==> images/clk_routes.png <==
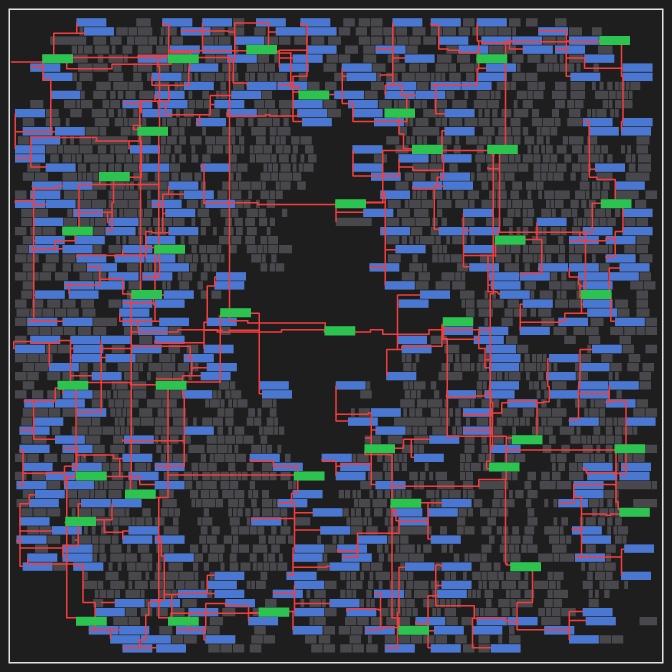
==> images/sizes.png <==
Scale bar: 50 um.
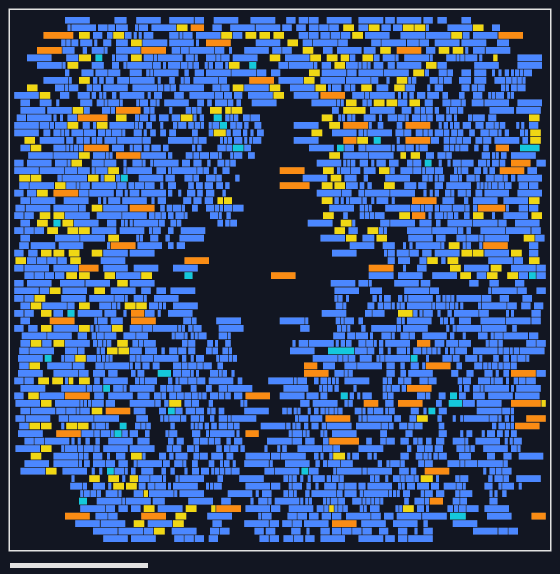
==> images/clocks.png <==
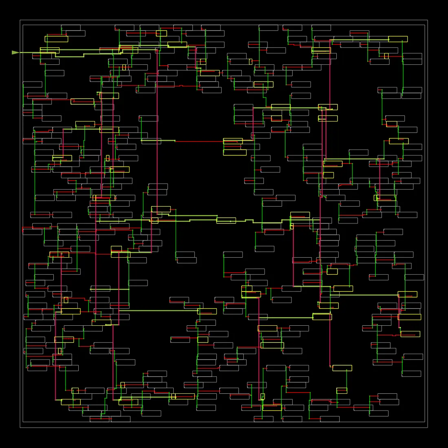
==> images/io_placement.png <==
Pins as bars across the die edge, other pins in gray.
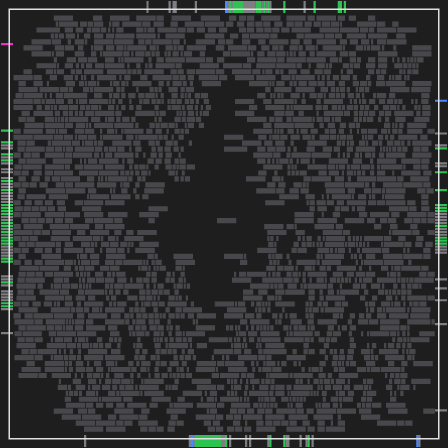
==> images/layer_met4.png <==
Scale bar: 50 um.
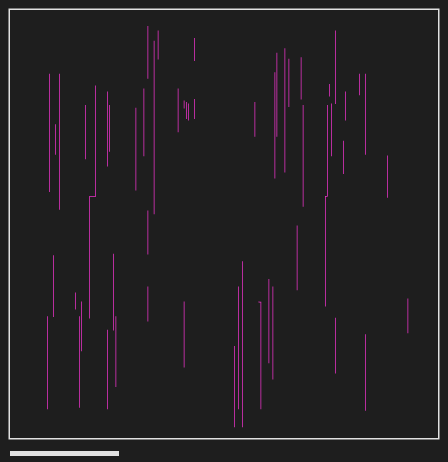
Design multi_divider, sky130hd; sources not shown.
==> results_tabular.tex <==
% Implementation results table
\begin{tabular}{lr}
\hline
Metric & Value \\
\hline
\multicolumn{2}{l}{\textbf{Outcome}} \\
Run status & finished, final reports clean \\
\multicolumn{2}{l}{\textbf{Worst setup path}} \\
Critical-path cell with the highest stage delay & or4\_1 \\
Biggest fanout along the worst timing path & 27 \\
Critical Setup Path Class & reg -> reg \\
Crit end category & register \\
Kind of start point of the critical path & register \\
Number of cells traversed by the worst register-to-register path & 32 \\
Maximum single-stage delay on the critical path & 0.61 ns \\
Endpoint required time on the critical path & 9.87 ns \\
R2R Setup Slk & 0.65 ns \\
Crit path arrival time & 9.22 ns \\
Most common cell type on the critical path & a21o\_1 \\
\multicolumn{2}{l}{\textbf{Detailed routing}} \\
First-iteration detailed-routing DRC count & 1,078 \\
Number of design rule violations left after detail routing & 0 \\
Detailed-router iteration count before antenna repair & 5 \\
Via density per instance & 6.04 \\
Mean routed wirelength per cell & 19.6 um \\
Post-route ant nets & 0 \\
\multicolumn{2}{l}{\textbf{Cells and area}} \\
Fill count & 2,843 \\
Final non-filler cell total & 2,650 \\
Number of diodes added for antenna fixing & 0 \\
Final-stage net count & 2,422 \\
Most frequent logic cell in the layout & dfrtp\_1 \\
Comb area & 11,200 sq um \\
Reg area & 8410 sq um \\
\multicolumn{2}{l}{\textbf{Yosys}} \\
Post-synthesis cell area & 20,600 sq um \\
Proportion of register bits with asynchronous set or reset after synthesis & 100\% \\
Main flop type after synthesis & dfrtp\_1 \\
Share of synthesized area spent on multiplexers & 15.7\% \\
Flip-flop and latch count after synthesis & 336 \\
Count of flip-flops with a built-in enable after synthesis & 0 \\
Gate count after technology mapping & 2,063 \\
Ys cells & 2,063 \\
Post-synth area from yosys stat & 20,600 sq um \\
Mapped Nets & 2,333 \\
Area fraction in full adders, half adders and majority gates & 8.02\% \\
Comb area leader & multiplexers \\
Syn avg cell area & 9.98 sq um \\
Yosys synthesis warning count & 0 \\
Distinct cells, synth & 75 \\
AND/OR/NAND/NOR Cells, Area Fraction & 14.3\% \\
Xor+xnor area frac & 5.28\% \\
Sequential-to-total area share from yosys stat & 40.8\% \\
\multicolumn{2}{l}{\textbf{Timing}} \\
Worst rel slew slack & 37.0\% \\
Min Clock Period, post-route & 8.75 ns \\
F\_max & 114 MHz \\
Sum of negative setup slack & 0 ns \\
Slew @ Worst Pin & 0.936 ns \\
Count of final hold-check violations & 0 \\
Post-route fraction of the period consumed by the critical path & 93.1\% \\
Number of max-slew violations in the final report & 0 \\
Final setup violating endpoints & 0 \\
Setup repair after global routing missed its margin & no \\
\multicolumn{2}{l}{\textbf{Power}} \\
Maximum vdd drop & 143 uV \\
Sum of internal, switching and leakage power & 4650 uW \\
Leakage Power & 0.0109 uW \\
Power density relative to cell area & 195 nW/um\^{}2 \\
\multicolumn{2}{l}{\textbf{Clocking}} \\
Post-CTS Hold Buffers & 0 \\
Clock transition at the register clock pins on the worst setup and hold paths after CTS & 0.06 ns \\
Max Buffers Root-to-Sink & 3 \\
TritonCTS clock tree & built \\
\multicolumn{2}{l}{\textbf{Global routing}} \\
Antenna violations before repair & 0 \\
Sum of overflow across all layers after global routing & 0 \\
Largest net degree at the start of global routing & 144 \\
Via count of the first global-routing pass & 16,000 \\
All-layer global routing usage & 27.5\% \\
Global-route wire length before repair & 84.0 mm \\
\multicolumn{2}{l}{\textbf{Die}} \\
Row count & 70 \\
Share of the core filled by cells before placement & 56.1\% \\
Core Region & 36,700 sq um \\
IO Count & 150 \\
Die footprint & 38,200 sq um \\
\multicolumn{2}{l}{\textbf{Placed design}} \\
Total half-perimeter wirelength after legalization and detailed placement & 38.1 mm \\
Final estimated routing congestion in global placement & 0.918 \\
Port Buffers & 149 \\
\multicolumn{2}{l}{\textbf{Min path}} \\
Hold path depth & 1 \\
\multicolumn{2}{l}{\textbf{Job}} \\
Warning total across the stage logs & 30 \\
Max-cap violations & 0 \\
\hline
\end{tabular}
Notes on clk_routes.png above:
Blue is flip-flops, count 336. Red is clock wires, length 4,570 um. Green is clock drivers, count 38.
There are 39 routed clock nets. Position of the flops: all over the die.
clock power share: 34.7%
clock group power: 1620 uW
insertion delay to the later sink of the worst-skew pair: 0.57 ns

Notes on sizes.png above:
Yellow is _2 cells, cells 186, share 8.5%. Cyan is _3 and _4 cells, cells 30, share 1.4%. Orange is _6 and larger, cells 61, share 2.8%. Blue is _0 and _1 cells, cells 1,905, share 87%.
Non-clock buffers: 174
growth of design area from synthesis to finish: 15.6%
min setup slack post-route: 0.650 ns
Finished Cell Area: 23,800 sq um

Notes on clocks.png above:
clk sink count: 336
Worst Skew: 0.0215 ns
CLK BUF: 57
total CTS buffers: 38
flip-flop and latch count: 336

Notes on io_placement.png above:
Magenta is `clock`, pins 1, direction input, edge left. Green is `high_time`, pins 64, direction input, edge 21 left, 17 bottom, 16 top, 10 right. Blue is `pending`, pins 4, direction output, edge 2 bottom, 1 top, 1 right.
floorplan die width: 195 um
chip height: 195 um

Notes on layer_met4.png above:
42 nets have wire on it. The layer carries 1,760 um of wire.
total via count after detailed routing: 16,000
routed wire length: 52.0 mm

[cells by family (layout without fill, tap and decap cells)]
group                    count (synthesis)  count (layout)
multiplexers                           301             301
buffers and inverters                  257             375
flip-flops                             336             336
AND/OR/NAND/NOR                        573             573
adder cells (fa/ha/maj)                132             132
AND-OR/OR-AND                          340             341
XOR/XNOR                               124             124
[power by group]
group	internal (uW)	switching, uW	leakage [uW]
Sequential	1610	144	0.00408
Combinational	587	700	0.00618
Clock	1000	612	0.000677
Total	3200	1460	0.0109
[through the flow]
step	hold WS, ns	util (%)	setup slack [ns]	instance area, sq um
3_5_place_dp	0.488	60.9	0.703	22300
6_report	0.497	64.9	0.650	23800
4_1_cts	0.502	64.6	0.546	23700
2_1_floorplan	0.461	-	1.55	20600
5_1_grt	0.514	64.9	0.109	23800
3_3_place_gp	0.483	60.9	0.887	22300
[worst max-delay path: cells and delay by family (launching register included)]
family          cells  cell delay (ns)
compound gates     17             3.32
simple gates        9             2.95
fa+ha+maj           3             0.87
mux                 2             0.78
flops               1             0.45
buf+inv             1             0.28
[routing by layer]
| metal | GRT usage, % | part of all wire [%] | vias up |
|---|---|---|---|
| met5 | 0 | 0 | - |
| met4 | 10.7 | 3.4 | 0 |
| met3 | 3.59 | 6.0 | 119 |
| met2 | 44.4 | 46 | 555 |
| met1 | 37.7 | 44 | 7810 |
| li1 | - | - | 7535 |
[synth_stat cells, types with 6 or more instances]
cell / instances / area share (%)
dfrtp_1: 336 / 41
mux2_2: 163 / 8.9
nor2_1: 159 / 2.9
mux2i_1: 137 / 6.7
ha_1: 132 / 8.0
inv_1: 131 / 2.4
nand2_1: 98 / 1.8
a21oi_1: 93 / 2.3
clkbuf_1: 88 / 1.6
o21ai_0: 78 / 1.9
xnor2_1: 65 / 2.8
xor2_1: 59 / 2.5
nand3_1: 51 / 1.2
a21o_1: 45 / 1.6
nor3_1: 44 / 1.1
nand4_1: 35 / 1.1
nor4_1: 34 / 1.0
and3_1: 31 / 0.94
nor2b_1: 22 / 0.67
or4_1: 19 / 0.69
a31oi_1: 17 / 0.52
or3_1: 15 / 0.46
buf_4: 14 / 0.51
o21a_1: 14 / 0.51
and2_1: 12 / 0.36
buf_1: 12 / 0.22
a211o_1: 9 / 0.38
a211oi_1: 9 / 0.33
nand2b_1: 9 / 0.27
and4_1: 8 / 0.34
o31ai_1: 8 / 0.29
nand3b_1: 7 / 0.26
nor3b_1: 7 / 0.26
o211ai_1: 7 / 0.26
a2111oi_0: 6 / 0.26
buf_2: 6 / 0.15
[layout make-up]
type / instances / area share [%]
inverter: 131 / 2.07
multi-input combinational: 1471 / 47.1
sequential: 336 / 35.3
timing repair buffer: 174 / 7.33
clock buffer: 57 / 4.94
clock inverter: 13 / 0.841
tap: 468 / 2.46
[what timing repair did]
| item | 4_1_cts | 5_1_grt |
|---|---|---|
| buffers inserted | 0 | 0 |
| setup endpoints to repair | 0 | 2 |
| gates resized | 0 | 3 |
No activity file was given, so power comes from the tool's default toggle rates.
